$ cat src/rtl/alarm_clock_pkg.sv
// Shared alarm-clock definitions: LCD/ASCII digit codes, keypad FSM state
// encoding and the BCD digit width.
package alarm_clock_pkg;

   localparam int unsigned DIGIT_W = 4;

   // ASCII codes shared with the LCD driver
   localparam logic [7:0] ZERO  = 8'h30;
   localparam logic [7:0] ONE   = 8'h31;
   localparam logic [7:0] TWO   = 8'h32;
   localparam logic [7:0] THREE = 8'h33;
   localparam logic [7:0] FOUR  = 8'h34;
   localparam logic [7:0] FIVE  = 8'h35;
   localparam logic [7:0] SIX   = 8'h36;
   localparam logic [7:0] SEVEN = 8'h37;
   localparam logic [7:0] EIGHT = 8'h38;
   localparam logic [7:0] NINE  = 8'h39;
   localparam logic [7:0] ERROR = 8'h3A;

   typedef enum logic [1:0] {
      ST_IDLE     = 2'd0,
      ST_DEBOUNCE = 2'd1,
      ST_HELD     = 2'd2,
      ST_RELEASE  = 2'd3
   } kp_state_e;

   // True for the ASCII codes '0'..'9'
   function automatic logic is_digit(input logic [7:0] code);
      return (code >= ZERO) && (code <= NINE);
   endfunction

endpackage

$ cat src/rtl/sync_2ff.sv
// Two-flop synchronizer for a single asynchronous level.
//   clk_i  : destination clock
//   rst_ni : asynchronous active-low reset (flops clear to 0)
//   d_i    : asynchronous input level
//   q_o    : synchronized level, two clock edges of latency
module sync_2ff (
   input  logic clk_i,
   input  logic rst_ni,
   input  logic d_i,
   output logic q_o
);

   logic meta_q;
   logic sync_q;

   always_ff @(posedge clk_i or negedge rst_ni) begin
      if (!rst_ni) begin
         meta_q <= 1'b0;
         sync_q <= 1'b0;
      end else begin
         meta_q <= d_i;
         sync_q <= meta_q;
      end
   end

   assign q_o = sync_q;

endmodule

$ cat src/rtl/keypad_entry_decoder.sv
// Keypad entry decoder: debounces key presses, decodes ASCII '0'..'9' to BCD
// and shifts digits into a 4-digit entry buffer that is abandoned on timeout.
//   clock        : system clock, rising edge
//   reset_n      : asynchronous active-low reset
//   key_code     : ASCII code from the keypad, stable while key_down is high
//   key_down     : asynchronous, possibly bouncing, key-held level
//   clear_entry  : synchronous request to clear the entry buffer
//   key          : last accepted digit
//   key_buffer   : four entered digits, [15:12] oldest, [3:0] newest
//   key_valid    : one-cycle pulse when a digit is shifted in
//   key_error    : one-cycle pulse when an accepted press is not a digit
//   entry_active : high from the first digit until timeout or clear
module keypad_entry_decoder
   import alarm_clock_pkg::*;
#(
   parameter int unsigned DEBOUNCE_CYCLES = 4,
   parameter int unsigned TIMEOUT_CYCLES  = 100
) (
   input  logic         clock,
   input  logic         reset_n,
   input  logic [7:0]   key_code,
   input  logic         key_down,
   input  logic         clear_entry,
   output logic [3:0]   key,
   output logic [15:0]  key_buffer,
   output logic         key_valid,
   output logic         key_error,
   output logic         entry_active
);

   localparam int unsigned CNT_W = (DEBOUNCE_CYCLES > 2) ? $clog2(DEBOUNCE_CYCLES) : 1;
   localparam int unsigned TMR_W = (TIMEOUT_CYCLES > 2) ? $clog2(TIMEOUT_CYCLES) : 1;
   localparam int unsigned BUF_W = 4 * DIGIT_W;

   localparam logic [CNT_W-1:0] CNT_LAST = CNT_W'(DEBOUNCE_CYCLES - 1);
   localparam logic [TMR_W-1:0] TMR_LAST = TMR_W'(TIMEOUT_CYCLES - 1);

   logic               k_s;
   kp_state_e          state_q, state_d;
   logic [CNT_W-1:0]   cnt_q, cnt_d;
   logic               accept_c;

   logic [DIGIT_W-1:0] key_q, key_d;
   logic [BUF_W-1:0]   buf_q, buf_d;
   logic               valid_q, valid_d;
   logic               error_q, error_d;
   logic               active_q, active_d;
   logic [TMR_W-1:0]   tmr_q, tmr_d;

   logic               code_is_digit;
   logic [DIGIT_W-1:0] code_digit;

   sync_2ff u_sync_key_down (
      .clk_i  (clock),
      .rst_ni (reset_n),
      .d_i    (key_down),
      .q_o    (k_s)
   );

   assign code_is_digit = is_digit(key_code);
   assign code_digit    = key_code[DIGIT_W-1:0];

   // Debounce FSM state and shared counter
   always_ff @(posedge clock or negedge reset_n) begin
      if (!reset_n) begin
         state_q <= ST_IDLE;
         cnt_q   <= '0;
      end else begin
         state_q <= state_d;
         cnt_q   <= cnt_d;
      end
   end

   // Debounce next-state: a press or release must be stable DEBOUNCE_CYCLES samples
   always_comb begin
      state_d  = state_q;
      cnt_d    = cnt_q;
      accept_c = 1'b0;
      case (state_q)
         ST_IDLE: begin
            if (k_s) begin
               state_d = ST_DEBOUNCE;
               cnt_d   = CNT_W'(1);
            end
         end
         ST_DEBOUNCE: begin
            if (!k_s) begin
               state_d = ST_IDLE;
               cnt_d   = '0;
            end else if (cnt_q == CNT_LAST) begin
               state_d  = ST_HELD;
               cnt_d    = '0;
               accept_c = 1'b1;
            end else begin
               cnt_d = cnt_q + CNT_W'(1);
            end
         end
         ST_HELD: begin
            if (!k_s) begin
               state_d = ST_RELEASE;
               cnt_d   = CNT_W'(1);
            end
         end
         ST_RELEASE: begin
            // A bounce back high returns to HELD without a new accept
            if (k_s) begin
               state_d = ST_HELD;
               cnt_d   = '0;
            end else if (cnt_q == CNT_LAST) begin
               state_d = ST_IDLE;
               cnt_d   = '0;
            end else begin
               cnt_d = cnt_q + CNT_W'(1);
            end
         end
         default: begin
            state_d = ST_IDLE;
            cnt_d   = '0;
         end
      endcase
   end

   // Entry buffer, outputs and inactivity timer
   always_ff @(posedge clock or negedge reset_n) begin
      if (!reset_n) begin
         key_q    <= '0;
         buf_q    <= '0;
         valid_q  <= 1'b0;
         error_q  <= 1'b0;
         active_q <= 1'b0;
         tmr_q    <= '0;
      end else begin
         key_q    <= key_d;
         buf_q    <= buf_d;
         valid_q  <= valid_d;
         error_q  <= error_d;
         active_q <= active_d;
         tmr_q    <= tmr_d;
      end
   end

   // Clear/timeout are applied first so a same-cycle digit lands in the cleared
   // buffer; any accept (digit or not) suppresses the timeout for that cycle.
   always_comb begin
      key_d    = key_q;
      buf_d    = buf_q;
      active_d = active_q;
      tmr_d    = tmr_q;
      valid_d  = 1'b0;
      error_d  = 1'b0;

      if (clear_entry) begin
         key_d    = '0;
         buf_d    = '0;
         active_d = 1'b0;
         tmr_d    = '0;
      end else if (active_q && !accept_c) begin
         if (tmr_q == TMR_LAST) begin
            key_d    = '0;
            buf_d    = '0;
            active_d = 1'b0;
            tmr_d    = '0;
         end else begin
            tmr_d = tmr_q + TMR_W'(1);
         end
      end

      if (accept_c) begin
         if (code_is_digit) begin
            key_d    = code_digit;
            buf_d    = {buf_d[BUF_W-DIGIT_W-1:0], code_digit};
            valid_d  = 1'b1;
            active_d = 1'b1;
            tmr_d    = '0;
         end else begin
            error_d = 1'b1;
         end
      end
   end

   assign key          = key_q;
   assign key_buffer   = buf_q;
   assign key_valid    = valid_q;
   assign key_error    = error_q;
   assign entry_active = active_q;

endmodule

$ cat config.mk
export PLATFORM = sky130hd
export DESIGN_NAME = keypad_entry_decoder
export DESIGN_NICKNAME = d
export VERILOG_FILES = /design/src/rtl/alarm_clock_pkg.sv /design/src/rtl/sync_2ff.sv /design/src/rtl/keypad_entry_decoder.sv
export SDC_FILE = /design/constraint.sdc
export NUM_CORES = 1
export LEC_CHECK = 0
export CAP_MARGIN = 20
export CORE_MARGIN = 8
export CORE_UTILIZATION = 40
export CTS_BUF_LIST = sky130_fd_sc_hd__clkbuf_8 sky130_fd_sc_hd__clkbuf_16
export DETAILED_ROUTE_END_ITERATION = 16
export PLACE_DENSITY_LB_ADDON = 0.3
export SLEW_MARGIN = 0
export SYNTH_ARGS = -nofsm -noshare
export SYNTH_HDL_FRONTEND = slang
export SYNTH_SLANG_ARGS = --single-unit
$ cat constraint.sdc
create_clock -name clock -period 5.1 [get_ports clock]
set_clock_uncertainty 0.2 [all_clocks]
set_input_delay 1.275 -clock clock [delete_from_list [all_inputs] [get_ports clock]]
set_output_delay 1.275 -clock clock [all_outputs]
set_load 0.05 [all_outputs]
### M3 wires

Drawn at 4 px/µm.
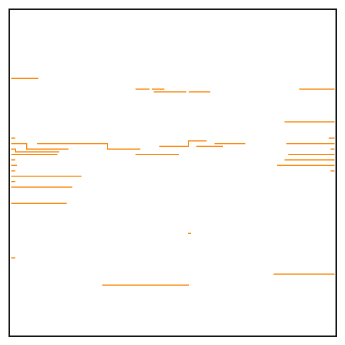
nets with wire on the layer	31
longest straight run	21.4 µm
share of all routed wire	6.5%
main direction	horizontal
GRT met3 Usage: 5.63%
vias after detailed routing: 1454

### The metal 1 layer

Drawn at 4 px/µm. Supply wires on this layer in gray.
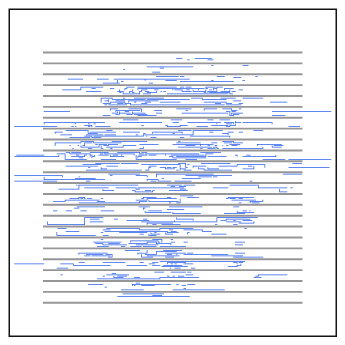
share of all routed wire	45%
longest straight run	23.5 µm
wire length on this layer	1960 µm
fraction of met1 tracks used by global routing: 17.7%
routed wire length: 4410 µm

### I/O pins on the die edge

Drawn at 4 px/µm. Pins as bars across the die edge, other pins in gray.
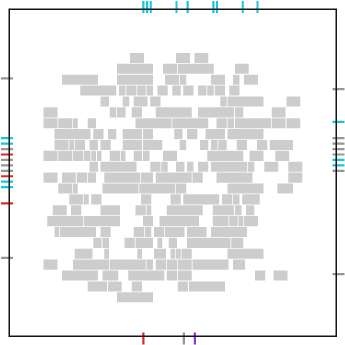
color	port	pins	direction	edge
purple	entry_active	1	output	bottom
cyan	key_buffer	16	output	9 top, 4 left, 3 right
red	key	4	output	3 left, 1 bottom
all pins by edge	13 left, 10 right, 9 top, 3 bottom
y dimension of the die: 81.3 µm
count of input and output buffers: 34

where the power goes:
part	leakage (nW)	switching, mW	internal (mW)
sequential	0.491	0.0152	0.302
clock	0.0645	0.0995	0.172
combinational	0.316	0.0442	0.0343
total	0.871	0.159	0.509
logic make-up after synthesis:
| logic type | synth area share, % |
|---|---|
| compound gates | 23.3 |
| mux | 0.659 |
| simple gates | 14.9 |
| xor+xnor | 0.513 |
| flops | 52.7 |
| buf+inv | 6.45 |
| fa+ha+maj | 1.46 |
worst max-delay path by stage:
stage	endpoint	slack (ns)	start	cells past startpoint
floorplan	key_buffer[2]$_DFF_PN0_	2.51	key_code[6]	5
global placement	entry_active$_DFF_PN0_	1.32	key_code[7]	4
detailed placement	entry_active$_DFF_PN0_	1.13	key_code[7]	4
CTS	entry_active$_DFF_PN0_	1.43	key_code[7]	4
global route	entry_active$_DFF_PN0_	1.32	key_code[7]	4
finish	entry_active$_DFF_PN0_	1.38	key_code[7]	4
layout by cell type, fill, tap and decap left out, drive strengths merged, types with 2 or more instances in the layout:
| cell | n |
|---|---|
| nand4 | 17 |
| o21ai | 5 |
| nand3 | 3 |
| ha | 2 |
| a21oi | 13 |
| or4 | 5 |
| clkbuf | 7 |
| clkdlybuf4s50 | 34 |
| nand2 | 3 |
| o31ai | 25 |
| o21a | 2 |
| inv | 12 |
| buf | 4 |
| a211oi | 7 |
| dfrtp | 36 |
layer usage:
layer / GRT usage (%) / vias up
li1: - / 669
met1: 17.7 / 738
met2: 22.2 / 42
met3: 5.63 / 5
met4: 5.71 / 0
met5: 0 / -
registers in the layout, summed over array words and instances (netlist names), named ones only:
register,count
key_buffer,16
cnt_q,2
key,4
key_valid,1
state_q,1
key_error,1
tmr_q,7
u_sync_key_down.meta_q,1
u_sync_key_down.q_o,1
entry_active,1
critical path, delay by kind of cell:
| family | cells | cell delay [ns] |
|---|---|---|
| buffers and inverters | 1 | 0.44 |
| and+or+nand+nor | 2 | 1.75 |
| AOI/OAI and AO/OA | 1 | 0.27 |
metrics by stage:
stage	cells	setup WS, ns	area, µm²
floorplan	157	2.51	1710
finish	240	1.38	2220
CTS	239	1.43	2200
global route	240	1.32	2220
global placement	231	1.32	2070
detailed placement	231	1.13	2070
cell type report:
type	count	area, µm²
fill	340	1840
sequential	36	901
multi-input combinational	96	703
timing repair buffer	38	378
clock buffer	7	96.3
tap	50	62.6
inverter	12	45.0
clock inverter	1	30.0
==> qor_table.md <==
| Metric | This run |
|:---|:---|
| Number of instances on the worst hold path | 0 |
| Leading cell types by count after synthesis | 36 x dfrtp_1, 24 x o31ai_1, 17 x nand4_1, 13 x a21oi_1, 12 x inv_1 |
| All-layer global routing usage | 14.4% |
| Max Clk Rate | 269 MHz |
| Leakage power | 0.871 nW |
| Synth warnings | 0 |
| Signed area change from the synthesized netlist to the final layout | 29.7% |
| Core region area | 4060 µm² |
| Via density per instance | 6.06 |
| Most numerous cell in the Yosys netlist | dfrtp_1 |
| Peak ir drop on the vdd network | 0.179 mV |
| Max-cap check violation count | 0 |
| Number of cells on the worst reg-to-reg path | 4 |
| CTS hold repair buffers | 0 |
| Drt initial violations | 143 |
| CP max-delay cell | nor3_2 |
| Largest fanout on the critical path | 17 |
| Critical Path End Type | flip-flop |
| Vias in the first global route | 1550 |
| Top Metal Used | met4 |
| End point of the worst hold path | u_sync_key_down.q_o$_DFF_PN0_ |
| Class of the worst hold path | flip-flop to flip-flop |
| Post-Syn Nets | 171 |
| Number of logged tool warnings | 26 |
| Combined area of all synthesized cells | 1710 µm² |
| Final critical-path share of the clock period | 72.9% |
| Late-Pin Clk Latency | 0.29 ns |
| Number of standard cells reported by yosys | 157 |
| Path type of the worst setup path | primary input to flip-flop |
| Layout cells sized above 1 | 10.5% |
| Final setup violation count | 0 |
| Final #Nets | 203 |
| Met1 routed wirelength after detailed routing | 1960 µm |
| Core occupancy in the finished layout | 54.6% |
| Transition at the pin with the smallest max-transition slack | 1.13 ns |
| Flop and latch count out of synthesis | 36 |
| Count of inserted antenna diode cells | 0 |
| Chip width | 81.3 µm |
| Final HPWL from detailed placement | 2890 µm |
| Critical Path AT | 3.73 ns |
| Yosys stat chip area | 1710 µm² |
| Maximum single-stage delay on the critical path | 1.11 ns |
| Post-Synthesis Cells | 157 |
| Setup Total Neg Slack | 0 ns |
| Count of pins on the block boundary | 35 |
| Met3 WL | 287 µm |
| DRC Markers | 0 |
| Worst slew margin relative to its limit | 24.5% |
| Overall die area | 6620 µm² |
| Clock-pin slew of the registers on the worst-case setup and hold paths | 0.07 ns |
| Root buf cell | clkbuf_8 |
| CTS max path bufs | 2 |
| Final number of max-transition violations | 0 |
| Floorplan utilization | 42.1% |
| Run status | finished, final reports clean |
| Worst setup SP type | primary input |
| Number of distinct library cells after synthesis | 32 |
| Synth Seq Share | 52.7% |
| Post-synthesis cell type with the largest combined area | dfrtp_1 |
| Number of rows created at floorplan | 23 |
| Final hold slack | 0.192 ns |
| Number of flops mapped to enable cells by yosys | 0 |
| Primary flip-flop cell chosen by synthesis mapping | dfrtp_1 |
| Overall power of the completed layout | 0.668 mW |
| Antenna violations before repair | 0 |
| First-pass GRT wire length | 7480 µm |
| Critical register-to-register path endpoint | entry_active$_DFF_PN0_ |
| Async set-or-reset flop fraction in the synthesized netlist | 100% |
| Met2 wirelength from detailed routing | 2110 µm |
| Average footprint of a synthesized cell | 10.9 µm² |
| Number of CTS-inserted buffers | 5 |
| Final hold vios | 0 |
| Reg2Reg Setup Slack | 2.23 ns |
| CTS tree | done |
| Unrepaired setup endpoints after global routing | no |
| Top area cells in the synthesized netlist | dfrtp_1 53%, o31ai_1 11%, nand4_1 6.2% |
| Fin crit period | 3.72 ns |
Power figures rest on the tool's default switching activity, not on a simulated workload.
